--- src/rtl/uc_core_param_pkg.sv ---
// Shared opcode/state types and the width-generic ALU evaluation used by uc_core_param.
package uc_core_pkg;

  localparam int unsigned ALU_MAX_W = 16;

  typedef enum logic [3:0] {
    OP_NOP  = 4'h0,
    OP_IN   = 4'h1,
    OP_OUT  = 4'h2,
    OP_JMP  = 4'h3,
    OP_BEQ  = 4'h4,
    OP_BC   = 4'h5,
    OP_LDI  = 4'h6,
    OP_MOV  = 4'h7,
    OP_ADD  = 4'h8,
    OP_SUB  = 4'h9,
    OP_AND  = 4'hA,
    OP_OR   = 4'hB,
    OP_XOR  = 4'hC,
    OP_CMP  = 4'hD,
    OP_ADC  = 4'hE,
    OP_HALT = 4'hF
  } opcode_e;

  typedef enum logic [1:0] {
    ST_BOOT  = 2'd0,
    ST_FETCH = 2'd1,
    ST_EXEC  = 2'd2,
    ST_HALT  = 2'd3
  } state_e;

  // Operands arrive zero-extended to ALU_MAX_W; dw is the live width. Carry/borrow is bit dw.
  function automatic logic [ALU_MAX_W:0] alu_eval(input opcode_e op,
                                                  input logic [ALU_MAX_W-1:0] a,
                                                  input logic [ALU_MAX_W-1:0] b,
                                                  input logic cin,
                                                  input logic [4:0] dw);
    logic [ALU_MAX_W:0]   ext_a;
    logic [ALU_MAX_W:0]   ext_b;
    logic [ALU_MAX_W:0]   raw;
    logic [ALU_MAX_W:0]   one_v;
    logic [ALU_MAX_W-1:0] mask;
    logic                 carry;
    ext_a = {1'b0, a};
    ext_b = {1'b0, b};
    one_v = {{ALU_MAX_W{1'b0}}, 1'b1};
    mask  = ALU_MAX_W'((one_v << dw) - one_v);
    case (op)
      OP_ADD:         raw = ext_a + ext_b;
      OP_ADC:         raw = ext_a + ext_b + {{ALU_MAX_W{1'b0}}, cin};
      OP_SUB, OP_CMP: raw = ext_a - ext_b;
      OP_AND:         raw = ext_a & ext_b;
      OP_OR:          raw = ext_a | ext_b;
      OP_XOR:         raw = ext_a ^ ext_b;
      default:        raw = {(ALU_MAX_W+1){1'b0}};
    endcase
    if (op inside {OP_ADD, OP_ADC, OP_SUB, OP_CMP}) begin
      carry = raw[dw];
    end else begin
      carry = cin;
    end
    return {carry, raw[ALU_MAX_W-1:0] & mask};
  endfunction

endpackage

--- src/rtl/uc_core_param_alu.sv ---
// Combinational DATA_W-generic ALU wrapper around uc_core_pkg::alu_eval.
module uc_alu_param
  import uc_core_pkg::*;
#(
  parameter int DATA_W = 8
) (
  input  opcode_e           i_op,
  input  logic [DATA_W-1:0] i_a,
  input  logic [DATA_W-1:0] i_b,
  input  logic              i_cin,
  output logic [DATA_W-1:0] o_result,
  output logic              o_carry,
  output logic              o_zero
);

  logic [ALU_MAX_W:0] w_eval;

  assign w_eval   = alu_eval(i_op, ALU_MAX_W'(i_a), ALU_MAX_W'(i_b), i_cin, 5'(DATA_W));
  assign o_result = DATA_W'(w_eval[ALU_MAX_W-1:0]);
  assign o_carry  = w_eval[ALU_MAX_W];
  // Bits above DATA_W are already masked to zero, so the full vector is a valid zero test.
  assign o_zero   = (w_eval[ALU_MAX_W-1:0] == {ALU_MAX_W{1'b0}});

endmodule

--- src/rtl/uc_core_param.sv ---
// Parametrised multicycle fetch/execute microcontroller core with flash wait-states,
// carry-chained arithmetic, logic ops, HALT and indexed output ports.
module uc_core_param
  import uc_core_pkg::*;
#(
  parameter int DATA_W   = 8,
  parameter int PC_W     = 12,
  parameter int NREGS    = 16,
  parameter int NOUT     = 2,
  parameter int BOOT_CYC = 4
) (
  input  logic                   clk,
  input  logic                   arst_n,
  output logic [PC_W-1:0]        pc_out,
  input  logic [DATA_W+7:0]      flash_data,
  input  logic                   flash_valid,
  input  logic [DATA_W-1:0]      in,
  output logic [NOUT*DATA_W-1:0] out,
  output logic                   bootstrapping,
  output logic [1:0]             cu_state,
  output logic                   halted,
  output logic                   equal_flag,
  output logic                   carry_flag
);

  localparam int IW    = DATA_W + 8;
  localparam int CNT_W = (BOOT_CYC > 1) ? $clog2(BOOT_CYC) : 1;

  state_e                r_state;
  logic [PC_W-1:0]       r_pc;
  logic [IW-1:0]         r_instr;
  logic [DATA_W-1:0]     r_regs [NREGS];
  logic [NOUT*DATA_W-1:0] r_out;
  logic                  r_eq;
  logic                  r_cy;
  logic [CNT_W-1:0]      r_cnt;
  logic                  r_boot;
  logic                  r_halted;

  opcode_e           w_op;
  logic [3:0]        w_rd;
  logic [3:0]        w_ra;
  logic [3:0]        w_rb;
  logic [3:0]        w_port;
  logic [DATA_W-1:0] w_imm;
  logic [PC_W-1:0]   w_target;
  logic [DATA_W-1:0] w_rd_val;
  logic [DATA_W-1:0] w_ra_val;
  logic [DATA_W-1:0] w_rb_val;
  logic [DATA_W-1:0] w_alu_res;
  logic              w_alu_cy;
  logic              w_alu_zero;
  logic              w_taken;
  logic              w_wr_en;
  logic [DATA_W-1:0] w_wr_data;
  logic              w_flag_arith;
  logic              w_flag_logic;

  assign w_op     = opcode_e'(r_instr[IW-1 -: 4]);
  assign w_rd     = r_instr[IW-5 -: 4];
  assign w_ra     = r_instr[IW-9 -: 4];
  // The rb field runs off the bottom of the word for narrow DATA_W; missing bits read as zero.
  assign w_rb     = 4'({r_instr, 4'b0000} >> (IW - 12));
  assign w_port   = r_instr[3:0];
  assign w_imm    = r_instr[DATA_W-1:0];
  assign w_target = r_instr[PC_W-1:0];

  // Three read ports; addresses at or beyond NREGS read as zero.
  always_comb begin
    w_rd_val = {DATA_W{1'b0}};
    w_ra_val = {DATA_W{1'b0}};
    w_rb_val = {DATA_W{1'b0}};
    for (int i = 0; i < NREGS; i++) begin
      w_rd_val = (w_rd == 4'(i)) ? r_regs[i] : w_rd_val;
      w_ra_val = (w_ra == 4'(i)) ? r_regs[i] : w_ra_val;
      w_rb_val = (w_rb == 4'(i)) ? r_regs[i] : w_rb_val;
    end
  end

  uc_alu_param #(.DATA_W(DATA_W)) u_alu (
    .i_op     (w_op),
    .i_a      (w_ra_val),
    .i_b      (w_rb_val),
    .i_cin    (r_cy),
    .o_result (w_alu_res),
    .o_carry  (w_alu_cy),
    .o_zero   (w_alu_zero)
  );

  // Opcode decode: writeback source, flag update class and branch decision.
  always_comb begin
    w_wr_en      = 1'b0;
    w_wr_data    = w_alu_res;
    w_flag_arith = 1'b0;
    w_flag_logic = 1'b0;
    w_taken      = 1'b0;
    case (w_op)
      OP_IN:  begin w_wr_en = 1'b1; w_wr_data = in;       end
      OP_LDI: begin w_wr_en = 1'b1; w_wr_data = w_imm;    end
      OP_MOV: begin w_wr_en = 1'b1; w_wr_data = w_ra_val; end
      OP_ADD, OP_SUB, OP_ADC: begin w_wr_en = 1'b1; w_flag_arith = 1'b1; end
      OP_CMP: w_flag_arith = 1'b1;
      OP_AND, OP_OR, OP_XOR:  begin w_wr_en = 1'b1; w_flag_logic = 1'b1; end
      OP_JMP: w_taken = 1'b1;
      OP_BEQ: w_taken = r_eq;
      OP_BC:  w_taken = r_cy;
      default: w_wr_en = 1'b0;
    endcase
  end

  // Control sequencer with program counter, register file, output ports and flags.
  always_ff @(posedge clk) begin
    if (!arst_n) begin
      r_state  <= ST_BOOT;
      r_pc     <= {PC_W{1'b0}};
      r_instr  <= {IW{1'b0}};
      r_out    <= {(NOUT*DATA_W){1'b0}};
      r_eq     <= 1'b0;
      r_cy     <= 1'b0;
      r_cnt    <= {CNT_W{1'b0}};
      r_boot   <= 1'b1;
      r_halted <= 1'b0;
      for (int i = 0; i < NREGS; i++) begin
        r_regs[i] <= {DATA_W{1'b0}};
      end
    end else begin
      case (r_state)
        ST_BOOT: begin
          if (r_cnt == CNT_W'(BOOT_CYC - 1)) begin
            r_state <= ST_FETCH;
            r_boot  <= 1'b0;
          end else begin
            r_cnt <= r_cnt + CNT_W'(1);
          end
        end
        ST_FETCH: begin
          if (flash_valid) begin
            r_instr <= flash_data;
            r_state <= ST_EXEC;
          end
        end
        ST_EXEC: begin
          if (w_op == OP_HALT) begin
            r_state  <= ST_HALT;
            r_halted <= 1'b1;
          end else begin
            r_state <= ST_FETCH;
            r_pc    <= w_taken ? w_target : r_pc + PC_W'(1);
          end
          for (int i = 0; i < NREGS; i++) begin
            if (w_wr_en && (w_rd == 4'(i))) begin
              r_regs[i] <= w_wr_data;
            end
          end
          for (int k = 0; k < NOUT; k++) begin
            if ((w_op == OP_OUT) && (w_port == 4'(k))) begin
              r_out[k*DATA_W +: DATA_W] <= w_rd_val;
            end
          end
          // Logic ops refresh equal but leave carry as it was.
          if (w_flag_arith) begin
            r_eq <= w_alu_zero;
            r_cy <= w_alu_cy;
          end else if (w_flag_logic) begin
            r_eq <= w_alu_zero;
          end
        end
        ST_HALT: r_state <= ST_HALT;
        default: r_state <= ST_BOOT;
      endcase
    end
  end

  assign pc_out        = r_pc;
  assign out           = r_out;
  assign bootstrapping = r_boot;
  assign cu_state      = r_state;
  assign halted        = r_halted;
  assign equal_flag    = r_eq;
  assign carry_flag    = r_cy;

endmodule

--- config.mk ---
export PLATFORM = sky130hd
export DESIGN_NAME = uc_core_param
export DESIGN_NICKNAME = d
export VERILOG_FILES = /design/src/rtl/uc_core_param_pkg.sv /design/src/rtl/uc_core_param_alu.sv /design/src/rtl/uc_core_param.sv
export SDC_FILE = /design/constraint.sdc
export NUM_CORES = 1
export LEC_CHECK = 0
export ABC_AREA = 1
export CAP_MARGIN = 30
export CORE_MARGIN = 10
export CORE_UTILIZATION = 50
export CTS_CLUSTER_DIAMETER = 100
export DETAILED_ROUTE_END_ITERATION = 12
export GPL_TIMING_DRIVEN = 0
export PLACE_DENSITY = 0.68
export SLEW_MARGIN = 40
export SYNTH_ARGS = -nofsm -noshare
export SYNTH_HDL_FRONTEND = slang
export SYNTH_SLANG_ARGS = --single-unit
--- constraint.sdc ---
create_clock -name clk -period 5.5 [get_ports clk]
set_clock_uncertainty 0.05 [all_clocks]
set_input_delay 0.825 -clock clk [delete_from_list [all_inputs] [get_ports clk]]
set_output_delay 0.825 -clock clk [all_outputs]
set_load 0.01 [all_outputs]
### Cells colored by class

Scale: 1.5 px per um.
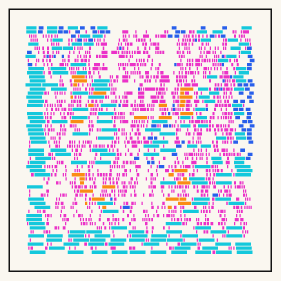
- blue: other buffers and delay cells (cells 93; share of their area 6.2%)
- cyan: flops (cells 180; share of their area 37%)
- orange: clock drivers and dummy loads (cells 32; share of their area 4.4%)
- magenta: combinational and other logic (cells 1456; share of their area 52%)

### Signal wires by layer

Scale: 1.5 px per um.
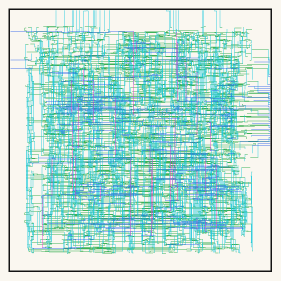
- cyan: metal 2 (wire length 19100 um)
- magenta: metal 4 (wire length 851 um)
- green: metal 1 (wire length 18900 um)
- blue: metal 3 (wire length 3520 um)

==> flow_metrics.py <==
# Auto-generated metrics
metrics = {
    "route": {
        "via_per_inst": 5.666,
        "firstDrtPassIters": 9,
        "drt-wirelength-per-cell_um": 20.33,
        "ant_nets": 0,
        "wirelength_um": 42290,
        "via_count": 11790,
    },
    "yosys": {
        "avgSynthCellArea_sq_um": 7.081,
        "edf_count": 128,
        "ys_cells": 1669,
        "yosysUniqueCellTypes": 46,
        "ys_chip_area_sq_mm": 0.01182,
        "syn-num-nets": 1726,
        "syn_inst": 1669,
        "yosys-top-cells-count": "nand2_1 (485), inv_1 (236), nor2_1 (223), edfxtp_1 (128), a21oi_1 (91)",
        "ys_seq_share_pct": 41.33,
        "ys.flop_type": "edfxtp_1",
        "synth_warnings": 0,
        "yosysTopAreaCellShare_pct": 32.52,
        "area_leaders": "edfxtp_1 (33%), nand2_1 (15%), dfxtp_1 (8.8%), inv_1 (7.5%), nor2_1 (7.1%)",
        "netlist_area_sq_mm": 0.01182,
        "netlist.top_cell.by_area": "edfxtp_1",
        "synthArstFlopShare_pct": 0,
    },
    "setup_path": {
        "cp.arrival_ns": 5.29,
        "critPathLaunchType": "flop",
        "worst-path-max-fanout": 10,
        "cp_num_buf_inv": 5,
        "worstSetupPathType": "flop to flop",
        "slowest_delay_ns": 0.47,
        "end_kind": "flop",
        "cp.required_ns": 5.60,
        "cpMostUsedCell": "nand2_1",
        "cp_slowest_cell": "fa_1",
    },
    "layout": {
        "ff_count": 180,
        "sh_seq_area_pct": 36.27,
        "buf_share_pct": 6.064,
        "combGateArea_sq_mm": 0.005851,
        "largest_reg_flops": 128,
        "fillCellCount": 2269,
        "final_common_cell": "nand2_1",
        "stdcell_count": 2080,
        "buffers": 93,
        "comb-cell-share_pct": 43.42,
        "clkbuf_count": 19,
        "logic_gate_count": 1204,
        "fin_util_pct": 57.75,
        "antenna_cells": 0,
        "finalNetCount": 1805,
        "final_area_sq_mm": 0.01347,
    },
    "timing": {
        "slew_viol_final": 0,
        "setup_violations": 0,
        "min_period_over_period_pct": 94.34,
        "final_hold_viol_count": 0,
        "rsz0062_at_grt": "false",
        "worstMarginPinSlew_ns": 0.8345,
        "fin_ws_ns": 0.3112,
        "finalCriticalPeriod_ns": 5.189,
        "maxSlewHeadroom_pct": 44.00,
        "hold_ws_ns": 0.4039,
    },
    "run": {
        "warnings": 42,
        "max_cap_viol_count": 0,
    },
    "grt": {
        "antenna_found_initial": 0,
        "grt_pass1_vias": 10820,
        "grt_usage_pct": 27.27,
        "grt_max_degree": 20,
    },
    "die": {
        "core_sq_mm": 0.02333,
        "pin_count": 61,
        "die_w_um": 173.7,
        "tap_cells": 319,
        "die_area_sq_mm": 0.03019,
        "fp_util_pct": 50.65,
        "rows": 56,
    },
    "clocking": {
        "cts_sinks": 180,
        "post_cts_buffers": 0,
        "cts_resized": 3,
        "clk_pin_slew_ns": 0.07,
        "insertion_delay_ns": 0.44,
        "cts_tree": "done",
        "htree_levels": 4,
    },
    "pwr": {
        "swShare_pct": 38.08,
        "pg_seq_mw": 1.59,
        "pg_clk_mw": 1.23,
        "p_leak_nw": 5.459,
        "clkPwrFrac_pct": 30.6,
        "p_int_mw": 2.485,
        "fin_total_pwr_mw": 4.013,
        "p_switching_mw": 1.528,
        "p_comb_mw": 1.19,
        "power.group.top": "sequential cells",
        "seq_power_share_pct": 39.7,
        "peakVddDrop_mv": 0.2418,
    },
    "status": {
        "status": "finished clean",
    },
    "hold_path": {
        "hold_class": "flop to flop",
    },
    "placed_design": {
        "io_buffers": 60,
        "hpwl_um": 32600,
        "dp_cells": 2048,
        "dpl-instance-area_sq_mm": 0.01283,
        "dp_slack_ns": -0.003727,
        "gp_congestion": 0.9700,
    },
}
## kinds of logic after synthesis
kind of cell | share of synthesized area [%]
adder cells (fa/ha/maj) | 3.303
buffers and inverters | 9.782
AND/OR/NAND/NOR | 34.67
flip-flops | 41.33
XOR/XNOR | 0.2965
AND-OR/OR-AND | 10.62
## path summary, 6_finish.rpt
path | startpoint | to | slack [ns] | cells after the start
max | r_instr[1] | r_regs[1][36] | 0.31 | 26
min reg2reg | bootstrapping | bootstrapping | 0.40 | 2
min | bootstrapping | bootstrapping | 0.40 | 2
max reg2reg | r_instr[1] | r_regs[1][36] | 0.31 | 26
## per-layer routing
metal  track usage [%]  up-vias  wire length [um]
li1                  -     5580                 -
met1             38.76     5546             18870
met2             42.60      596             19050
met3             3.659       63              3517
met4             7.339        0               850
met5                 0        -                 0
No activity file was given, so power comes from the tool's default toggle rates.
